## config.mk

```make
export PLATFORM = sky130hd
export DESIGN_NAME = pipe_hazard_ctrl_flat
export DESIGN_NICKNAME = d
export VERILOG_FILES = /design/src/rtl/pipe_hazard_ctrl_if.sv /design/src/rtl/pipe_hazard_ctrl.sv /design/src/flat_wrapper.sv
export SDC_FILE = /design/constraint.sdc
export NUM_CORES = 1
export LEC_CHECK = 0
export ABC_AREA = 1
export CAP_MARGIN = 20
export CELL_PAD_IN_SITES_DETAIL_PLACEMENT = 1
export CELL_PAD_IN_SITES_GLOBAL_PLACEMENT = 1
export CORE_MARGIN = 1.5
export CORE_UTILIZATION = 27
export DETAILED_ROUTE_END_ITERATION = 10
export PLACE_DENSITY_LB_ADDON = 0.1
export SYNTH_ARGS = -nofsm -noshare
export SYNTH_HDL_FRONTEND = slang
export SYNTH_SLANG_ARGS = --single-unit
```

## constraint.sdc

```tcl
create_clock -name clk -period 1.2 [get_ports clk]
set_input_delay 0.18 -clock clk [delete_from_list [all_inputs] [get_ports clk]]
set_output_delay 0.18 -clock clk [all_outputs]
set_load 0.05 [all_outputs]
```

## src/rtl/pipe_hazard_ctrl_if.sv

```systemverilog
// pipe_hazard_ctrl_if: decode/execute hazard inputs, interrupt pin and control strobes
interface pipe_hazard_ctrl_if;
  logic       interrupt_signal;
  logic [2:0] id_rsrc1;
  logic [2:0] id_rsrc2;
  logic       id_uses_src1;
  logic       id_uses_src2;
  logic       ex_mem_read;
  logic [2:0] ex_rdst;
  logic       branch_taken;
  logic       pc_stall;
  logic       if_id_stall;
  logic       id_ex_bubble;
  logic       if_id_flush;
  logic       int_push_hi;
  logic       int_push_lo;
  logic       int_pc_load;
  logic       int_busy;
  modport master (
    output interrupt_signal, id_rsrc1, id_rsrc2, id_uses_src1, id_uses_src2,
           ex_mem_read, ex_rdst, branch_taken,
    input  pc_stall, if_id_stall, id_ex_bubble, if_id_flush,
           int_push_hi, int_push_lo, int_pc_load, int_busy
  );
  modport slave (
    input  interrupt_signal, id_rsrc1, id_rsrc2, id_uses_src1, id_uses_src2,
           ex_mem_read, ex_rdst, branch_taken,
    output pc_stall, if_id_stall, id_ex_bubble, if_id_flush,
           int_push_hi, int_push_lo, int_pc_load, int_busy
  );
endinterface

```

## src/rtl/pipe_hazard_ctrl.sv

```systemverilog
// pipe_hazard_ctrl: load-use stall, branch flush and interrupt entry sequencing
module pipe_hazard_ctrl #(
  parameter int DRAIN_CYCLES = 3
) (
  input logic               clk,
  input logic               reset,
  pipe_hazard_ctrl_if.slave bus
);
  typedef enum logic [2:0] {IDLE, DRAIN, PUSH_HI, PUSH_LO, VECTOR} state_t;
  localparam logic [2:0] DRAIN_LOAD = 3'(DRAIN_CYCLES - 1);
  state_t     state, state_nxt;
  logic [2:0] drain_cnt, drain_cnt_nxt;
  logic       int_pending, int_prev;
  logic       load_use, branch, int_rise, int_req;
  assign load_use = reset && bus.ex_mem_read &&
                    ((bus.id_uses_src1 && bus.id_rsrc1 == bus.ex_rdst) ||
                     (bus.id_uses_src2 && bus.id_rsrc2 == bus.ex_rdst));
  assign branch   = reset && bus.branch_taken;
  assign int_rise = bus.interrupt_signal && !int_prev;
  assign int_req  = int_pending || int_rise;
  // state, drain counter and sticky interrupt request; prev starts high so a held pin cannot retrigger after reset
  always_ff @(posedge clk or negedge reset)
    if (!reset) begin
      state       <= IDLE;
      drain_cnt   <= 3'd0;
      int_pending <= 1'b0;
      int_prev    <= 1'b1;
    end else begin
      state       <= state_nxt;
      drain_cnt   <= drain_cnt_nxt;
      int_pending <= state == VECTOR ? 1'b0 : (state == IDLE && int_rise) ? 1'b1 : int_pending;
      int_prev    <= bus.interrupt_signal;
    end
  // next state and strobes; any busy state overrides hazard handling
  always_comb begin
    state_nxt        = state;
    drain_cnt_nxt    = drain_cnt;
    bus.pc_stall     = 1'b0;
    bus.if_id_stall  = 1'b0;
    bus.id_ex_bubble = 1'b0;
    bus.if_id_flush  = 1'b0;
    bus.int_push_hi  = 1'b0;
    bus.int_push_lo  = 1'b0;
    bus.int_pc_load  = 1'b0;
    bus.int_busy     = state != IDLE;
    unique case (state)
      IDLE: begin
        bus.pc_stall     = load_use && !branch;
        bus.if_id_stall  = load_use && !branch;
        bus.id_ex_bubble = load_use || branch;
        bus.if_id_flush  = branch;
        state_nxt        = (int_req && !load_use && !branch) ? DRAIN : IDLE;
        drain_cnt_nxt    = (int_req && !load_use && !branch) ? DRAIN_LOAD : drain_cnt;
      end
      DRAIN: begin
        bus.pc_stall     = 1'b1;
        bus.if_id_stall  = 1'b1;
        bus.id_ex_bubble = 1'b1;
        state_nxt        = drain_cnt == 3'd0 ? PUSH_HI : DRAIN;
        drain_cnt_nxt    = drain_cnt == 3'd0 ? 3'd0 : drain_cnt - 3'd1;
      end
      PUSH_HI: begin
        bus.pc_stall     = 1'b1;
        bus.if_id_stall  = 1'b1;
        bus.id_ex_bubble = 1'b1;
        bus.int_push_hi  = 1'b1;
        state_nxt        = PUSH_LO;
      end
      PUSH_LO: begin
        bus.pc_stall     = 1'b1;
        bus.if_id_stall  = 1'b1;
        bus.id_ex_bubble = 1'b1;
        bus.int_push_lo  = 1'b1;
        state_nxt        = VECTOR;
      end
      VECTOR: begin
        bus.id_ex_bubble = 1'b1;
        bus.if_id_flush  = 1'b1;
        bus.int_pc_load  = 1'b1;
        state_nxt        = IDLE;
      end
      default: state_nxt = IDLE;
    endcase
  end
endmodule

```

## src/flat_wrapper.sv

```systemverilog
// flat-port wrapper written by rule: the top's interface ports become plain ports
module pipe_hazard_ctrl_flat 
#(
  parameter int DRAIN_CYCLES = 3
)
  (clk, reset, bus_interrupt_signal, bus_id_rsrc1, bus_id_rsrc2, bus_id_uses_src1, bus_id_uses_src2, bus_ex_mem_read, bus_ex_rdst, bus_branch_taken, bus_pc_stall, bus_if_id_stall, bus_id_ex_bubble, bus_if_id_flush, bus_int_push_hi, bus_int_push_lo, bus_int_pc_load, bus_int_busy);
  pipe_hazard_ctrl_if bus_i ();
  input logic clk;
  input logic reset;
  input wire logic [$bits(bus_i.interrupt_signal)-1:0] bus_interrupt_signal;
  input wire logic [$bits(bus_i.id_rsrc1)-1:0] bus_id_rsrc1;
  input wire logic [$bits(bus_i.id_rsrc2)-1:0] bus_id_rsrc2;
  input wire logic [$bits(bus_i.id_uses_src1)-1:0] bus_id_uses_src1;
  input wire logic [$bits(bus_i.id_uses_src2)-1:0] bus_id_uses_src2;
  input wire logic [$bits(bus_i.ex_mem_read)-1:0] bus_ex_mem_read;
  input wire logic [$bits(bus_i.ex_rdst)-1:0] bus_ex_rdst;
  input wire logic [$bits(bus_i.branch_taken)-1:0] bus_branch_taken;
  output wire logic [$bits(bus_i.pc_stall)-1:0] bus_pc_stall;
  output wire logic [$bits(bus_i.if_id_stall)-1:0] bus_if_id_stall;
  output wire logic [$bits(bus_i.id_ex_bubble)-1:0] bus_id_ex_bubble;
  output wire logic [$bits(bus_i.if_id_flush)-1:0] bus_if_id_flush;
  output wire logic [$bits(bus_i.int_push_hi)-1:0] bus_int_push_hi;
  output wire logic [$bits(bus_i.int_push_lo)-1:0] bus_int_push_lo;
  output wire logic [$bits(bus_i.int_pc_load)-1:0] bus_int_pc_load;
  output wire logic [$bits(bus_i.int_busy)-1:0] bus_int_busy;
  assign bus_i.interrupt_signal = bus_interrupt_signal;
  assign bus_i.id_rsrc1 = bus_id_rsrc1;
  assign bus_i.id_rsrc2 = bus_id_rsrc2;
  assign bus_i.id_uses_src1 = bus_id_uses_src1;
  assign bus_i.id_uses_src2 = bus_id_uses_src2;
  assign bus_i.ex_mem_read = bus_ex_mem_read;
  assign bus_i.ex_rdst = bus_ex_rdst;
  assign bus_i.branch_taken = bus_branch_taken;
  assign bus_pc_stall = bus_i.pc_stall;
  assign bus_if_id_stall = bus_i.if_id_stall;
  assign bus_id_ex_bubble = bus_i.id_ex_bubble;
  assign bus_if_id_flush = bus_i.if_id_flush;
  assign bus_int_push_hi = bus_i.int_push_hi;
  assign bus_int_push_lo = bus_i.int_push_lo;
  assign bus_int_pc_load = bus_i.int_pc_load;
  assign bus_int_busy = bus_i.int_busy;
  pipe_hazard_ctrl #(.DRAIN_CYCLES(DRAIN_CYCLES)) u_core (.clk(clk), .reset(reset), .bus(bus_i));
endmodule
```

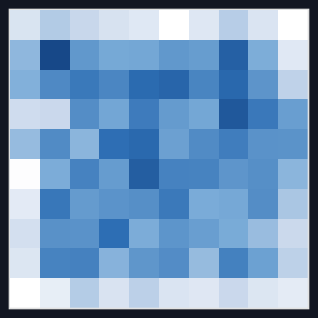
*Cell density map, run 1*
(6 px per um) The die is cut into 10 by 10 equal tiles; white is low, dark blue is high, 0 to 100% covered.
nearly empty tiles: 4.0%
tiles over 75% full: 8.0%
mean over tiles: 48%
fullest tile: 90%

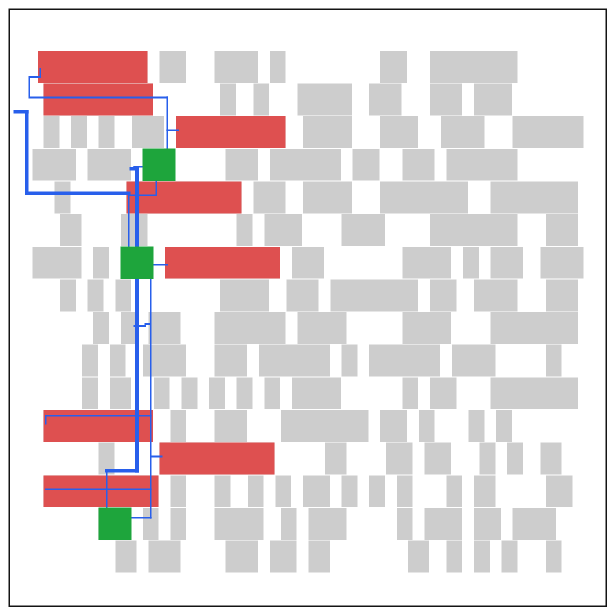
*Routed clock nets over the placement, run 1*
(12 px per um)
[blue] clock wires | length: 125 um
[red] flip-flops | count: 8
[green] clock-net drivers | count: 3
routed clock nets: 4

==> job_summary.md, run 1 <==
### Yosys + OpenROAD results

| Metric | Value |
|---|---|
| # fillers | 248 |
| Largest class | buffers |
| TritonCTS clock tree | yes |
| Post-synth EDFFs | 0 |
| Worst hold slack | 0.08823 ns |
| CTS buffer count | 3 |
| Leak Pwr | 0.6089 nW |
| Grt met3 use | 2.121% |
| Post-Synth Simple-Gate Area | 44.99% |
| Unrepaired setup endpoints after global routing | yes |
| Dpl cell area | 1055 um^2 |
| # clk buffers | 4 |
| P_seq | 467 uW |
| Multi-input combinational area share | 34.03% |
| Sequential share of power | 15.7% |
| Grt total ovfl | 0 |
| Power Dens Cells | 2469 nW/um^2 |
| Max Cap Viol | 0 |
| Largest net degree at the start of global routing | 8 |
| Highest routed layer | met4 |
| Fin crit period | 1.517 ns |
| Failing checks | setup timing |
| CTS sink cnt | 8 |
| Status | complete, but fails checks |
| OpenROAD warnings | 29 |
| Reg area | 205.2 um^2 |
| #MultiIn Comb | 62 |
| DP HPWL | 1525 um |
| Commonest cells in the netlist | 31 x nand2_1, 15 x inv_1, 9 x nor2_1, 7 x dfrtp_1, 5 x nand3_1 |
| Crit path DAT | 1.34 ns |
| N_diodes | 0 |
| GPL Wtd Cong | 0.6866 |
| Top cells by area | dfrtp_1 30%, nand2_1 20%, inv_1 9.6% |
| Pre-antenna DRT Iters | 1 |
| Yosys cell count | 90 |
| Post-synth top area cell | dfrtp_1 |
| DRC viols | 0 |
| Top Layout Cells | 26 x nand2_1, 15 x buf_4, 12 x inv_1 |
| Nets at Floorplan | 106 |
| Worst-Margin Slew | 0.2872 ns |
| Synthesis-stage register bit count | 8 |
| CP required | 1.02 ns |
| Clock-pin slew on the worst setup and hold paths | 0.06 ns |
| Critical Path Stages | 5 |
| Met2 WL | 1231 um |
| Sequential share of cell area | 17.07% |
| GRT met2 Usage | 35.56% |
| Clk cell area share | 2.185% |
| Starting Density | 29.31% |
| Count leader, synth | nand2_1 |
| Nets | 153 |
| Cells along the critical path | nor2_4 -> buf_4 -> nand2_4 -> buf_6 -> buf_12 |
| Final ANT Viol Nets | 0 |
| Wire length on met1 | 810 um |
| Post-layout power | 2.969 mW |
| H-tree depth | 1 |
| Crit path largest cell delay | 0.43 ns |
| Final worst-path cycle share | 126.4% |
| Rows | 16 |
| Most numerous logic cell after layout | nand2_1 |
| Setup Viol. Count Final | 14 |
| Vias per inst | 4.399 |
| Initial antenna violation count | 0 |
| Met1 Usage GRT | 21.51% |
| Layout Utilization | 60.06% |
| Min setup slack post-route | -0.3167 ns |
| Input/output buffers | 23 |
| Crit end category | output port |
| Post-Syn Area | 586.8 um^2 |
| Syn. warnings | 0 |
| First-pass GRT wire length | 3601 um |
| I/O pin cnt | 24 |
| Top pwr grp | combinational logic |
| Buffer share of cell area | 37.15% |
| R2R cell count | 8 |
| Critical path's slowest cell | dfrtp_2 |
| Non-CTS buffers | 43 |
| WS Path Type | flop to output port |
| DRC marker count from the first detailed-route iteration | 0 |
| Compound Share, Synth | 7.249% |
| Max Freq | 659.3 MHz |
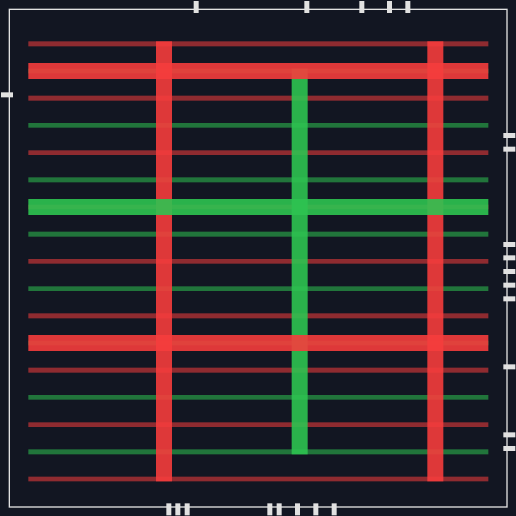
*Supply network, run 1*
(10 px per um) Pins as bars on the die edge.
[red] VSS
[green] VDD
met4 straps: 3
met1 rails: 17
signal pins: 24
die width: 49.62 um
Die Y: 49.62 um
maximum VDD drop: 1427 uV
Core Region: 2002 um^2

==> run 1: sequential cells by signal, indices dropped and copies added (netlist names) <==
name,cells
u_core.int_prev,1
u_core.drain_cnt,3
u_core.int_pending,1
u_core.state,3
==> run 1: path summary, 6_finish.rpt <==
kind | startpoint | endpoint | slack, ns
max | u_core.state[1] | bus_int_busy | -0.32
min | reset | u_core.state[2] | 0.09
min reg2reg | u_core.drain_cnt[1] | u_core.drain_cnt[1] | 0.49
max in group asynchronous | reset | u_core.int_prev | 0.85
min in group clk | u_core.drain_cnt[1] | u_core.drain_cnt[1] | 0.49
max reg2reg | u_core.state[1] | u_core.drain_cnt[2] | -0.24
==> run 1: repair_timing <==
item,4_1_cts,5_1_grt
buffers inserted,7,3
endpoints found under the setup margin,12,14
pin swaps,20,17
gates resized,30,25
hold buffers,0,0
==> run 2, diff against run 1 <==
Settings changed: ABC_AREA 1 to not set.
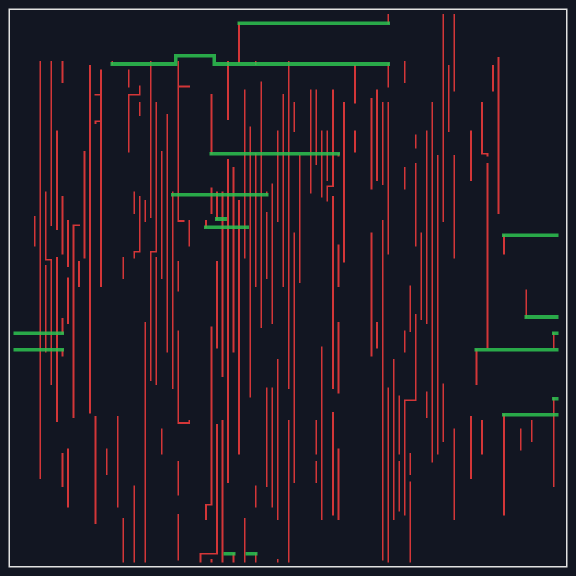
*Metal layers overlaid, run 2*
(12 px per um) Two of the layers only.
[red] M2 | wire length: 1230 um
[green] M3 | wire length: 86.9 um
GRT Total Usage: 21.31%
routed vias: 638

==> run 2 against run 1 <==
Against the previous run: critical endpoint is now bus_id_ex_bubble; the flow still finishes with violations (setup timing); sequential cell count unchanged; critical path type unchanged; register-to-register slack lost 0.27 ns; wire length is 6.2% higher; sequential power grew 4%; non-clock buffer count grew 3; critical path depth unchanged; die area is 13% lower; clock power fell by 5%; synthesized area decreased by 14%; maximum frequency down 15%; clock skew fell by 0.0089 ns.
==> job_summary.md, run 2 <==
### Yosys + OpenROAD results

| Metric | Value |
|---|---|
| Post-synth EDFFs | 0 |
| Layout Utilization | 69.32% |
| Sequential cell area fraction in the yosys report | 39.75% |
| Wire length on met1 | 940 um |
| Highest routed layer | met4 |
| Vias in the first global route | 639 |
| Distinct lib cells | 29 |
| Nets | 122 |
| Power in the clock group | 216 uW |
| Sequential share of power | 15.7% |
| Post-Synth Simple-Gate Area | 21.48% |
| CP top delay family | AND-OR/OR-AND gates |
| GPL Wtd Cong | 0.7684 |
| OpenROAD warnings | 29 |
| Max-slew violation count | 0 |
| Die width | 46.32 um |
| Crit path largest cell delay | 0.42 ns |
| DR WL/cell | 17.75 um |
| Hold_buf cts | 0 |
| DP HPWL | 1317 um |
| Clock share of power | 7.0% |
| Synth async-reset ratio | 100.0% |
| Commonest cells in the netlist | 7 x dfrtp_1, 6 x a21oi_1, 6 x nor2_1, 4 x inv_1 |
| Crit path DAT | 1.60 ns |
| Clk cell area share | 2.172% |
| Status | complete, but fails checks |
| Type of origin of the critical path | flop |
| Primary FF master, synth | dfrtp_1 |
| Worst-Margin Slew | 0.2983 ns |
| Maximum VDD drop | 1367 uV |
| CP required | 1.02 ns |
| Final TNS setup | -5.592 ns |
| Grt total ovfl | 0 |
| Seq cells | 8 |
| Non-CTS buffers | 46 |
| CTS sink cnt | 8 |
| Rows | 15 |
| Crit path max fanout | 2 |
| Regs by FF count | u_core.drain_cnt (3), u_core.state (3) |
| Initial antenna violation count | 0 |
| Dominant comb cell | AND-OR/OR-AND gates |
| Worst slack, placed | -0.6855 ns |
| Unrepaired setup endpoints after global routing | yes |
| Buffer share of cell area | 39.09% |
| Fin area | 1210 um^2 |
| Final worst-path cycle share | 148.7% |
| Crit path buffers/inverters | 1 |
| Combinational power share | 77.2% |
| Cell Int Power | 1.683 mW |
| Post-synth top area cell | dfrtp_1 |
| CTS Root Cell | clkbuf_4 |
| Count leader, synth | dfrtp_1 |
| N_diodes | 0 |
| Sequential share of cell area | 16.96% |
| I/O pin cnt | 24 |
| DRC marker count from the first detailed-route iteration | 5 |
| Metal3 WL | 86 um |
| Clock-pin slew on the worst setup and hold paths | 0.06 ns |
| Met1 Usage GRT | 27.05% |
| Relative slew slack | 79.90% |
| Tapcells | 25 |
| Post-route clock skew | 0.005534 ns |
| Worst hold slack | 0.1669 ns |
| Post-layout power | 3.079 mW |
| Max Freq | 560.4 MHz |
| Nets at Floorplan | 72 |
| Number of non-clock inverters | 4 |
| Die Y | 46.32 um |
| Yosys xor share | 10.37% |
| Top-area cell share | 34.57% |
| Synthesis-stage register bit count | 8 |
| # clk buffers | 4 |
| Power Dens Cells | 2545 nW/um^2 |
| Critical path's slowest cell | dfrtp_2 |
| First-pass GRT wire length | 3084 um |
| Compound Share, Synth | 23.95% |
| Top pwr grp | combinational logic |
| Top cells by area | dfrtp_1 35%, a21oi_1 5.9%, dfstp_2 5.2% |
| Pre-antenna DRT Iters | 4 |
| Met2 WL | 1225 um |
| Min setup slack post-route | -0.5845 ns |
| Largest net degree at the start of global routing | 10 |
| Resized cells post-CTS | 62 |
| Layout Cells excl Fill | 130 |
| Syn Inst Count | 56 |
| Yosys cell count | 56 |
| Cells along the critical path | a2111oi_4 -> o41ai_2 -> a21oi_2 -> a21oi_4 -> buf_12 |
| TritonCTS clock tree | yes |
| #MultiIn Comb | 43 |
| Layout cell share with drive strength beyond 1 | 68.57% |
| Deepest clock path buffer count | 2 |
| Area grow syn2layout | 138.8% |
| YS chip area | 506.7 um^2 |
| R2R cell count | 5 |
| Final ANT Viol Nets | 0 |
| CTS buffer count | 3 |
| Syn. warnings | 0 |
| Sw Ratio | 45.34% |
| Final-report hold violation count | 0 |
| Critical Path Stages | 5 |
| Grt met3 use | 5.882% |
| Post-Syn Area | 506.7 um^2 |
| Gate Area | 459.2 um^2 |
| Fin crit period | 1.784 ns |
| Post-CTS Setup Repair Bufs | 8 |
| Max Cap Viol | 0 |
| Crit end category | output port |
| Dpl cell area | 980.9 um^2 |
| Wirelength, routed | 2308 um |
| Mux cell area share | 0% |
| WS Path Type | flop to output port |
| Leak Pwr | 0.5216 nW |
| Min-delay worst type | input port to asynchronous set/reset pin |
| DP Cell Count | 114 |
| Total Die Area | 2146 um^2 |
| Reg area | 205.2 um^2 |
| Largest class | buffers |
| Failing checks | setup timing |
| Yosys adder share | 0% |
| Starting Density | 29.03% |
| Late-Pin Clk Latency | 0.25 ns |
| Input/output buffers | 23 |
| Setup Viol. Count Final | 13 |
| H-tree depth | 1 |
| Core Region | 1745 um^2 |
| Most numerous logic cell after layout | buf_4 |
| Top Layout Cells | 16 x buf_4, 8 x buf_6, 7 x buf_12 |
| DRC viols | 0 |
| NetSw | 1.396 mW |
| P_seq | 485 uW |
| Comb. pwr | 2.38 mW |
| # fillers | 185 |
| Multi-input combinational area share | 37.95% |
| Syn Area/Cell | 9.049 um^2 |
| Vias per inst | 4.908 |
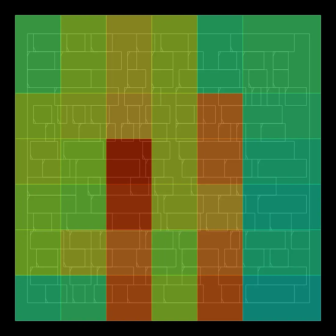
*Congestion heat map, run 2*
GRT met2 Usage: 38.06%
gr busiest metal: met2

==> run 2: netlist changes by cell type in the layout (fill, tap and decap cells not counted), moves of 4 or more <==
cell,before,now
clkbuf_2,6,0
nand3_2,5,0
nor2_1,6,2
buf_2,0,5
nand2_1,26,1
nand2_2,8,0
inv_1,12,3
==> run 2: path summary, 6_finish.rpt <==
| kind | startpoint | to | slack [ns] |
|---|---|---|---|
| max in group asynchronous | reset | u_core.int_prev | 0.81 |
| min in group clk | bus_interrupt_signal | u_core.int_prev | 0.37 |
| worst max-delay path | u_core.state[2] | bus_id_ex_bubble | -0.58 |
| worst min-delay path | reset | u_core.drain_cnt[2] | 0.17 |
| worst min register to register | u_core.int_pending | u_core.int_pending | 0.50 |
| worst max register to register | u_core.state[2] | u_core.drain_cnt[1] | -0.51 |
Power figures rest on the tool's default switching activity, not on a simulated workload.
